--- src/rtl/intersection_timed_if.sv ---
// Signal bundle between the board sensors / LED matrix driver and the intersection controller.
// The controller takes the slave view; the board side (or a testbench) takes the master view.
interface intersection_timed_if;
  logic              SN;
  logic              SS;
  logic              flash;
  logic [2:0]        phase;
  logic [15:0][15:0] RedPixels;
  logic [15:0][15:0] GrnPixels;

  modport master (output SN, SS, flash, input phase, RedPixels, GrnPixels);
  modport slave  (input SN, SS, flash, output phase, RedPixels, GrnPixels);
endinterface

--- src/rtl/intersection_timed.sv ---
// Highway/side-street traffic-light controller with all-red clearance and night flashing,
// driving the 16x16 red/green LED matrix as a Moore decode of the current phase.
module intersection_timed #(
  parameter int GREEN_MIN  = 8,
  parameter int GREEN_SIDE = 6,
  parameter int YELLOW_CYC = 3,
  parameter int ALLRED_CYC = 2,
  parameter int FLASH_CYC  = 4,
  parameter int CNT_W      = 8
) (
  input  logic                 clk,
  input  logic                 reset,
  intersection_timed_if.slave  bus
);

  typedef enum logic [2:0] {
    HG  = 3'd0,
    HY  = 3'd1,
    AR1 = 3'd2,
    SG  = 3'd3,
    SY  = 3'd4,
    AR2 = 3'd5,
    FL  = 3'd6
  } phase_e;

  // Lamp colour as {red, green}; yellow lights both LEDs.
  localparam logic [1:0] OFF = 2'b00;
  localparam logic [1:0] RED = 2'b10;
  localparam logic [1:0] GRN = 2'b01;
  localparam logic [1:0] YEL = 2'b11;

  localparam logic [15:0] HN_MASK = 16'h00E0;
  localparam logic [15:0] HS_MASK = 16'h0700;

  phase_e             state_q, state_d;
  logic [CNT_W-1:0]   timer_q, timer_d;
  logic               req_q, req_d;
  logic               blink_q, blink_d;
  logic               done;
  logic [1:0]         hw_col, sd_col;
  logic [15:0][15:0]  red_px, grn_px;

  function automatic logic [CNT_W-1:0] load_val(phase_e s);
    case (s)
      HG:       load_val = CNT_W'(GREEN_MIN - 1);
      HY, SY:   load_val = CNT_W'(YELLOW_CYC - 1);
      SG:       load_val = CNT_W'(GREEN_SIDE - 1);
      FL:       load_val = CNT_W'(FLASH_CYC - 1);
      default:  load_val = CNT_W'(ALLRED_CYC - 1);
    endcase
  endfunction

  assign done = (timer_q == '0);

  always_comb begin
    // NOTE: every variable gets a default before the case so no path leaves it unassigned (no latch).
    state_d = state_q;
    timer_d = done ? '0 : timer_q - CNT_W'(1);
    blink_d = blink_q;
    req_d   = req_q | ((bus.SN | bus.SS) & (state_q != SG));

    case (state_q)
      HG:  if (bus.flash || (done && req_q)) state_d = HY;
      HY:  if (done) state_d = AR1;
      AR1: if (done) state_d = bus.flash ? FL : SG;
      SG:  if (bus.flash || done) state_d = SY;
      SY:  if (done) state_d = AR2;
      AR2: if (done) state_d = bus.flash ? FL : HG;
      FL: begin
        if (!bus.flash) begin
          state_d = AR2;
        end else if (done) begin
          blink_d = ~blink_q;
          timer_d = load_val(FL);
        end
      end
      default: state_d = AR2;
    endcase

    // Entering a new phase reloads its duration; serving the side street consumes the request.
    if (state_d != state_q) begin
      timer_d = load_val(state_d);
      if (state_d == FL) blink_d = 1'b1;
      if (state_d == SG) req_d   = 1'b0;
    end
  end

  always_ff @(posedge clk or posedge reset) begin
    // NOTE: state registers use non-blocking assignments so all flops update from pre-edge values.
    if (reset) begin
      state_q <= AR2;
      timer_q <= CNT_W'(ALLRED_CYC - 1);
      req_q   <= 1'b0;
      blink_q <= 1'b1;
    end else begin
      state_q <= state_d;
      timer_q <= timer_d;
      req_q   <= req_d;
      blink_q <= blink_d;
    end
  end

  always_comb begin
    hw_col = RED;
    sd_col = RED;
    case (state_q)
      HG:      hw_col = GRN;
      HY:      hw_col = YEL;
      SG:      sd_col = GRN;
      SY:      sd_col = YEL;
      FL: begin
        hw_col = blink_q ? YEL : OFF;
        sd_col = blink_q ? RED : OFF;
      end
      default: ;
    endcase

    red_px     = '0;
    grn_px     = '0;
    red_px[0]  = hw_col[1] ? HN_MASK : '0;
    grn_px[0]  = hw_col[0] ? HN_MASK : '0;
    red_px[15] = hw_col[1] ? HS_MASK : '0;
    grn_px[15] = hw_col[0] ? HS_MASK : '0;
    for (int r = 7; r <= 9; r++) begin
      red_px[r][15] = sd_col[1];
      grn_px[r][15] = sd_col[0];
    end
    for (int r = 6; r <= 8; r++) begin
      red_px[r][0] = sd_col[1];
      grn_px[r][0] = sd_col[0];
    end
  end

  assign bus.phase     = state_q;
  assign bus.RedPixels = red_px;
  assign bus.GrnPixels = grn_px;

endmodule

--- src/flat_wrapper.sv ---
// flat-port wrapper written by rule: the top's interface ports become plain ports
module intersection_timed_flat 
#(
  parameter int GREEN_MIN  = 8,
  parameter int GREEN_SIDE = 6,
  parameter int YELLOW_CYC = 3,
  parameter int ALLRED_CYC = 2,
  parameter int FLASH_CYC  = 4,
  parameter int CNT_W      = 8
)
  (clk, reset, bus_SN, bus_SS, bus_flash, bus_phase, bus_RedPixels, bus_GrnPixels);
  intersection_timed_if bus_i ();
  input  logic clk;
  input  logic reset;
  input wire logic [$bits(bus_i.SN)-1:0] bus_SN;
  input wire logic [$bits(bus_i.SS)-1:0] bus_SS;
  input wire logic [$bits(bus_i.flash)-1:0] bus_flash;
  output wire logic [$bits(bus_i.phase)-1:0] bus_phase;
  output wire logic [$bits(bus_i.RedPixels)-1:0] bus_RedPixels;
  output wire logic [$bits(bus_i.GrnPixels)-1:0] bus_GrnPixels;
  assign bus_i.SN = bus_SN;
  assign bus_i.SS = bus_SS;
  assign bus_i.flash = bus_flash;
  assign bus_phase = bus_i.phase;
  assign bus_RedPixels = bus_i.RedPixels;
  assign bus_GrnPixels = bus_i.GrnPixels;
  intersection_timed #(.GREEN_MIN(GREEN_MIN), .GREEN_SIDE(GREEN_SIDE), .YELLOW_CYC(YELLOW_CYC), .ALLRED_CYC(ALLRED_CYC), .FLASH_CYC(FLASH_CYC), .CNT_W(CNT_W)) u_core (.clk(clk), .reset(reset), .bus(bus_i));
endmodule
--- config.mk ---
export PLATFORM = sky130hd
export DESIGN_NAME = intersection_timed_flat
export DESIGN_NICKNAME = d
export VERILOG_FILES = /design/src/rtl/intersection_timed_if.sv /design/src/rtl/intersection_timed.sv /design/src/flat_wrapper.sv
export SDC_FILE = /design/constraint.sdc
export NUM_CORES = 1
export LEC_CHECK = 0
export ABC_AREA = 1
export CELL_PAD_IN_SITES_DETAIL_PLACEMENT = 1
export CELL_PAD_IN_SITES_GLOBAL_PLACEMENT = 1
export CORE_AREA = 8 8 194 196
export CTS_BUF_LIST = sky130_fd_sc_hd__clkbuf_4 sky130_fd_sc_hd__clkbuf_8
export DETAILED_ROUTE_END_ITERATION = 7
export DIE_AREA = 0 0 202 204
export GPL_TIMING_DRIVEN = 0
export PLACE_DENSITY = 0.76
export RECOVER_POWER = 50
export SETUP_SLACK_MARGIN = 0.4
export SLEW_MARGIN = 20
export SYNTH_ARGS = -nofsm -noshare
export SYNTH_HDL_FRONTEND = slang
export SYNTH_SLANG_ARGS = --single-unit
export TNS_END_PERCENT = 5
--- constraint.sdc ---
create_clock -name clk -period 2.56 [get_ports clk]
set_input_delay 0.512 -clock clk [delete_from_list [all_inputs] [get_ports clk]]
set_output_delay 0.512 -clock clk [all_outputs]
set_load 0.05 [all_outputs]
### Routing congestion map

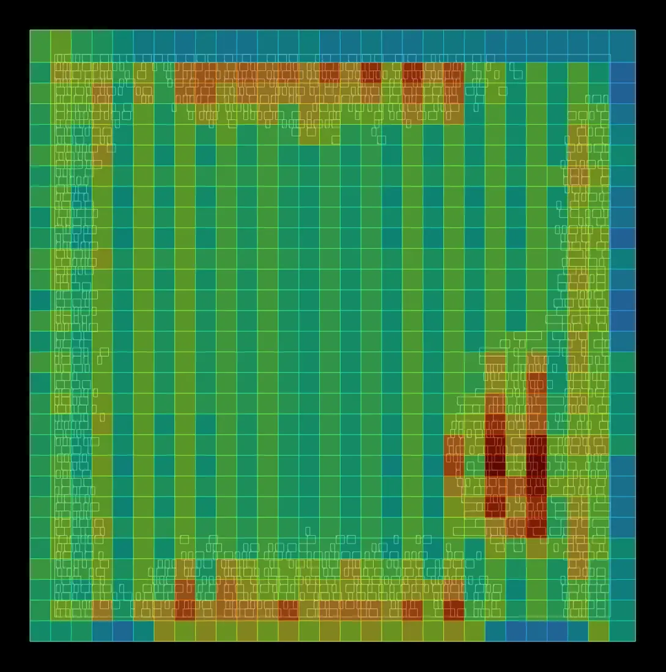
met1 routing resource usage after global routing: 5.58%
Avg WL per Cell: 9.58 um
share of the core filled with cells: 22.5%
met2 global-route usage: 13.5%
GRT Total Usage: 6.75%

### Cell density map

The die is cut into 20 by 20 equal tiles; black is low, pale yellow is high, 0 to 100% covered.
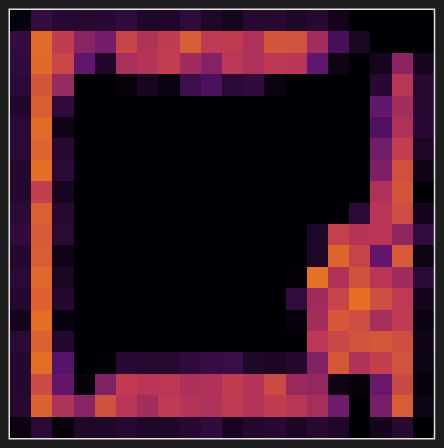
- fullest tile: 67%
- emptiest ninth of the die: center
- densest ninth of the die: lower right

### Cells colored by class

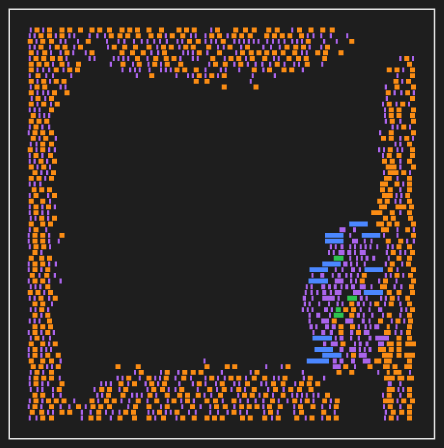
- remaining buffers and delay cells: orange (cells 558; share of their area 59%)
- remaining logic cells: purple (cells 623; share of their area 35%)
- registers: blue (cells 13; share of their area 4.6%)
- clock drivers and dummy loads: green (cells 4; share of their area 0.67%)

==> results.toml <==
# yosys + openroad results
[setup_path]
timing.critical_path.cells = "nand2_2 > nor2_4 > inv_1 > nand2_1 > buf_4 > buf_4"
worstSetupEndpointType = "primary output"
critPathSlowestCell = "sky130_fd_sc_hd__dfstp_4"
critPathArrivalTime_ns = 1.83
worstSetupPathType = "reg -> out"
regToRegSetupSlack_ns = 0.33

[route]
firstDrtPassIters = 4
viasPerCell = 2.50

[timing]
final_min_period_over_clock_period_pct = 91.3
finalCriticalPeriod_ns = 2.34
final-setup-viol-count = 0

[floorplanning]
chip_area_sq_um = 41200
boundaryPins = 520
chip_height_um = 204
core_area_sq_um = 34800
initCoreUtil_pct = 13.8
row_cnt = 69

[outcome]
run_status = "completed"

[synth]
ys.warnings.count = 0
post_synth_main_area_contributors = "sky130_fd_sc_hd__buf_4 79%, sky130_fd_sc_hd__dfrtp_1 4.7%, sky130_fd_sc_hd__nand2_1 3.3%"
average_instance_area_after_synthesis_sq_um = 7.32

[cts]
cts_root_buffer = "sky130_fd_sc_hd__clkbuf_8"
clk_transition_reported_paths_ns = 0.06
clock_sink_count = 13
ctsHtreeMaxLevel = 1

[placement]
place_congestion = 0.729

[flow_run]
maxCapViolations = 0
warning_count = 32

[cells_and_area]
area_growth_syn_to_layout_pct = 62.7

[grt]
grt_pass1_vias = 4377
grt_antenna_before_repair = 0
grt_pass1_wl_um = 23100
grtUsageMet3_pct = 4.26
### Sequential cells colored by netlist name

Other sequential cells in the stronger gray, the rest of the logic in the fainter gray.
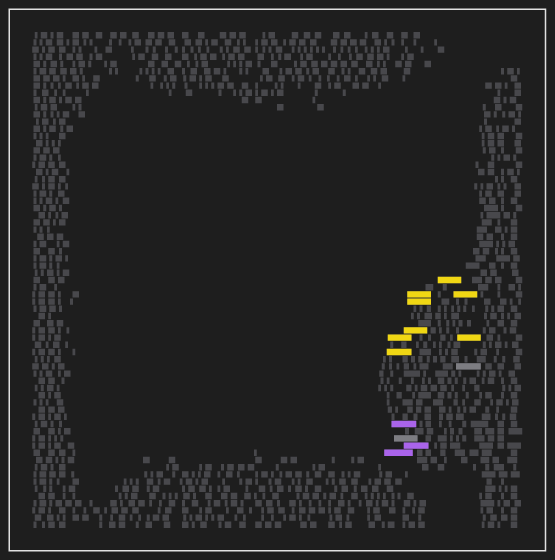
- `u_core.bus.phase`: purple (flops 3)
- `u_core.timer_q`: yellow (flops 8; where middle right)

### Drive-strength map

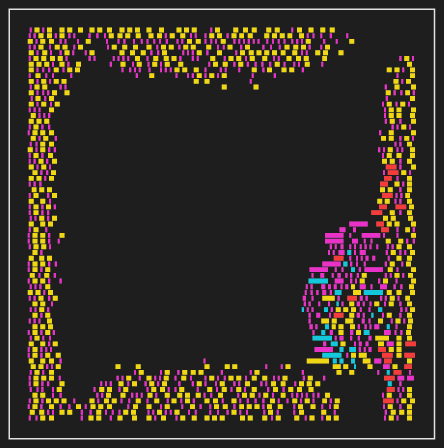
- x6 and larger: red (cells 23; share 1.9%)
- x1 and smaller: magenta (cells 607; share 51%)
- x2: cyan (cells 26; share 2.2%)
- x3 and x4: yellow (cells 542; share 45%)

cell usage in the layout, fill, tap and decap left out, types with 5 or more instances in the layout:
cell	Yosys	final
sky130_fd_sc_hd__nor2_1	17	14
sky130_fd_sc_hd__nand4_1	5	5
sky130_fd_sc_hd__nand3_1	8	7
sky130_fd_sc_hd__dfrtp_1	9	8
sky130_fd_sc_hd__buf_4	508	529
sky130_fd_sc_hd__nand2_2	7	8
sky130_fd_sc_hd__o21ai_0	8	7
sky130_fd_sc_hd__nand2_1	42	41
sky130_fd_sc_hd__buf_6	0	10
sky130_fd_sc_hd__nor2_4	1	5
sky130_fd_sc_hd__inv_1	20	16
sky130_fd_sc_hd__conb_1	1	488
sky130_fd_sc_hd__buf_8	0	10
state kept, by name, indices dropped and copies added (netlist names):
name,cells
u_core.blink_q,1
u_core.bus.phase,3
u_core.timer_q,8
u_core.req_q,1
stage by stage:
step | total power [W] | std cells | setup slack, ns | area [sq um] | hold WS [ns]
floorplan | 0.00456 | 1144 | -0.165 | 6650 | 0.386
global placement | 0.00526 | 1636 | -0.519 | 7540 | 0.574
detailed placement | 0.00531 | 1636 | -0.521 | 7540 | 0.583
CTS | 0.00585 | 1653 | 0.224 | 7740 | 0.599
global route | 0.00646 | 1659 | 0.114 | 7830 | 0.627
finish | 0.00610 | 1659 | 0.223 | 7830 | 0.591
metal layers:
layer,part of all wire [%],vias to the layer above
met4,0.92,0
met3,15,14
met2,55,285
met5,0,-
li1,-,2078
met1,29,1776
logic make-up after synthesis:
| logic type | count (synthesis) | synth area share, % |
|---|---|---|
| other cells | 1 | 0.0779 |
| simple gates | 92 | 9.23 |
| fa+ha+maj | 1 | 0.260 |
| compound gates | 15 | 1.66 |
| buf+inv | 530 | 81.0 |
| xor+xnor | 5 | 0.910 |
| flops | 13 | 6.87 |
layout make-up:
| cell class | instances | area (sq um) | share of cell area, % |
|---|---|---|---|
| Inverter | 22 | 87.6 | 1.12 |
| Sequential cell | 13 | 335 | 4.28 |
| Multi-Input combinational cell | 601 | 2460 | 31.5 |
| Timing Repair Buffer | 50 | 463 | 5.91 |
| Buffer | 508 | 3850 | 49.2 |
| Clock buffer | 4 | 48.8 | 0.623 |
| Tap cell | 461 | 577 | 7.37 |
critical path, delay by kind of cell (launching register included):
kind          cells  cell delay [ns]
buf+inv           3             0.42
simple gates      3             0.46
flops             1             0.69
final timing paths:
kind | depth (start not counted) | to | start
max | 6 | bus_GrnPixels[128] | u_core.bus.phase[0]$_DFF_PP1_
max reg2reg | 16 | u_core.timer_q[2]$_DFF_PP0_ | u_core.timer_q[0]$_DFF_PP1_
min | 3 | u_core.blink_q$_DFF_PP1_ | u_core.blink_q$_DFF_PP1_
min in group asynchronous | 2 | u_core.req_q$_DFF_PP0_ | reset
max in group asynchronous | 2 | u_core.bus.phase[1]$_DFF_PP0_ | reset
min reg2reg | 3 | u_core.blink_q$_DFF_PP1_ | u_core.blink_q$_DFF_PP1_
power breakdown:
group          switching, W  internal [W]
combinational       0.00369       0.00177
sequential         0.000101      0.000337
clock             0.0000842      0.000121
what timing repair did:
action,in CTS,in global routing
setup buffers,13,6
hold buffers,0,0
gates resized,178,13
pin swaps,6,3
setup endpoints to repair,29,36
Power is estimated from default activity; no workload was simulated.
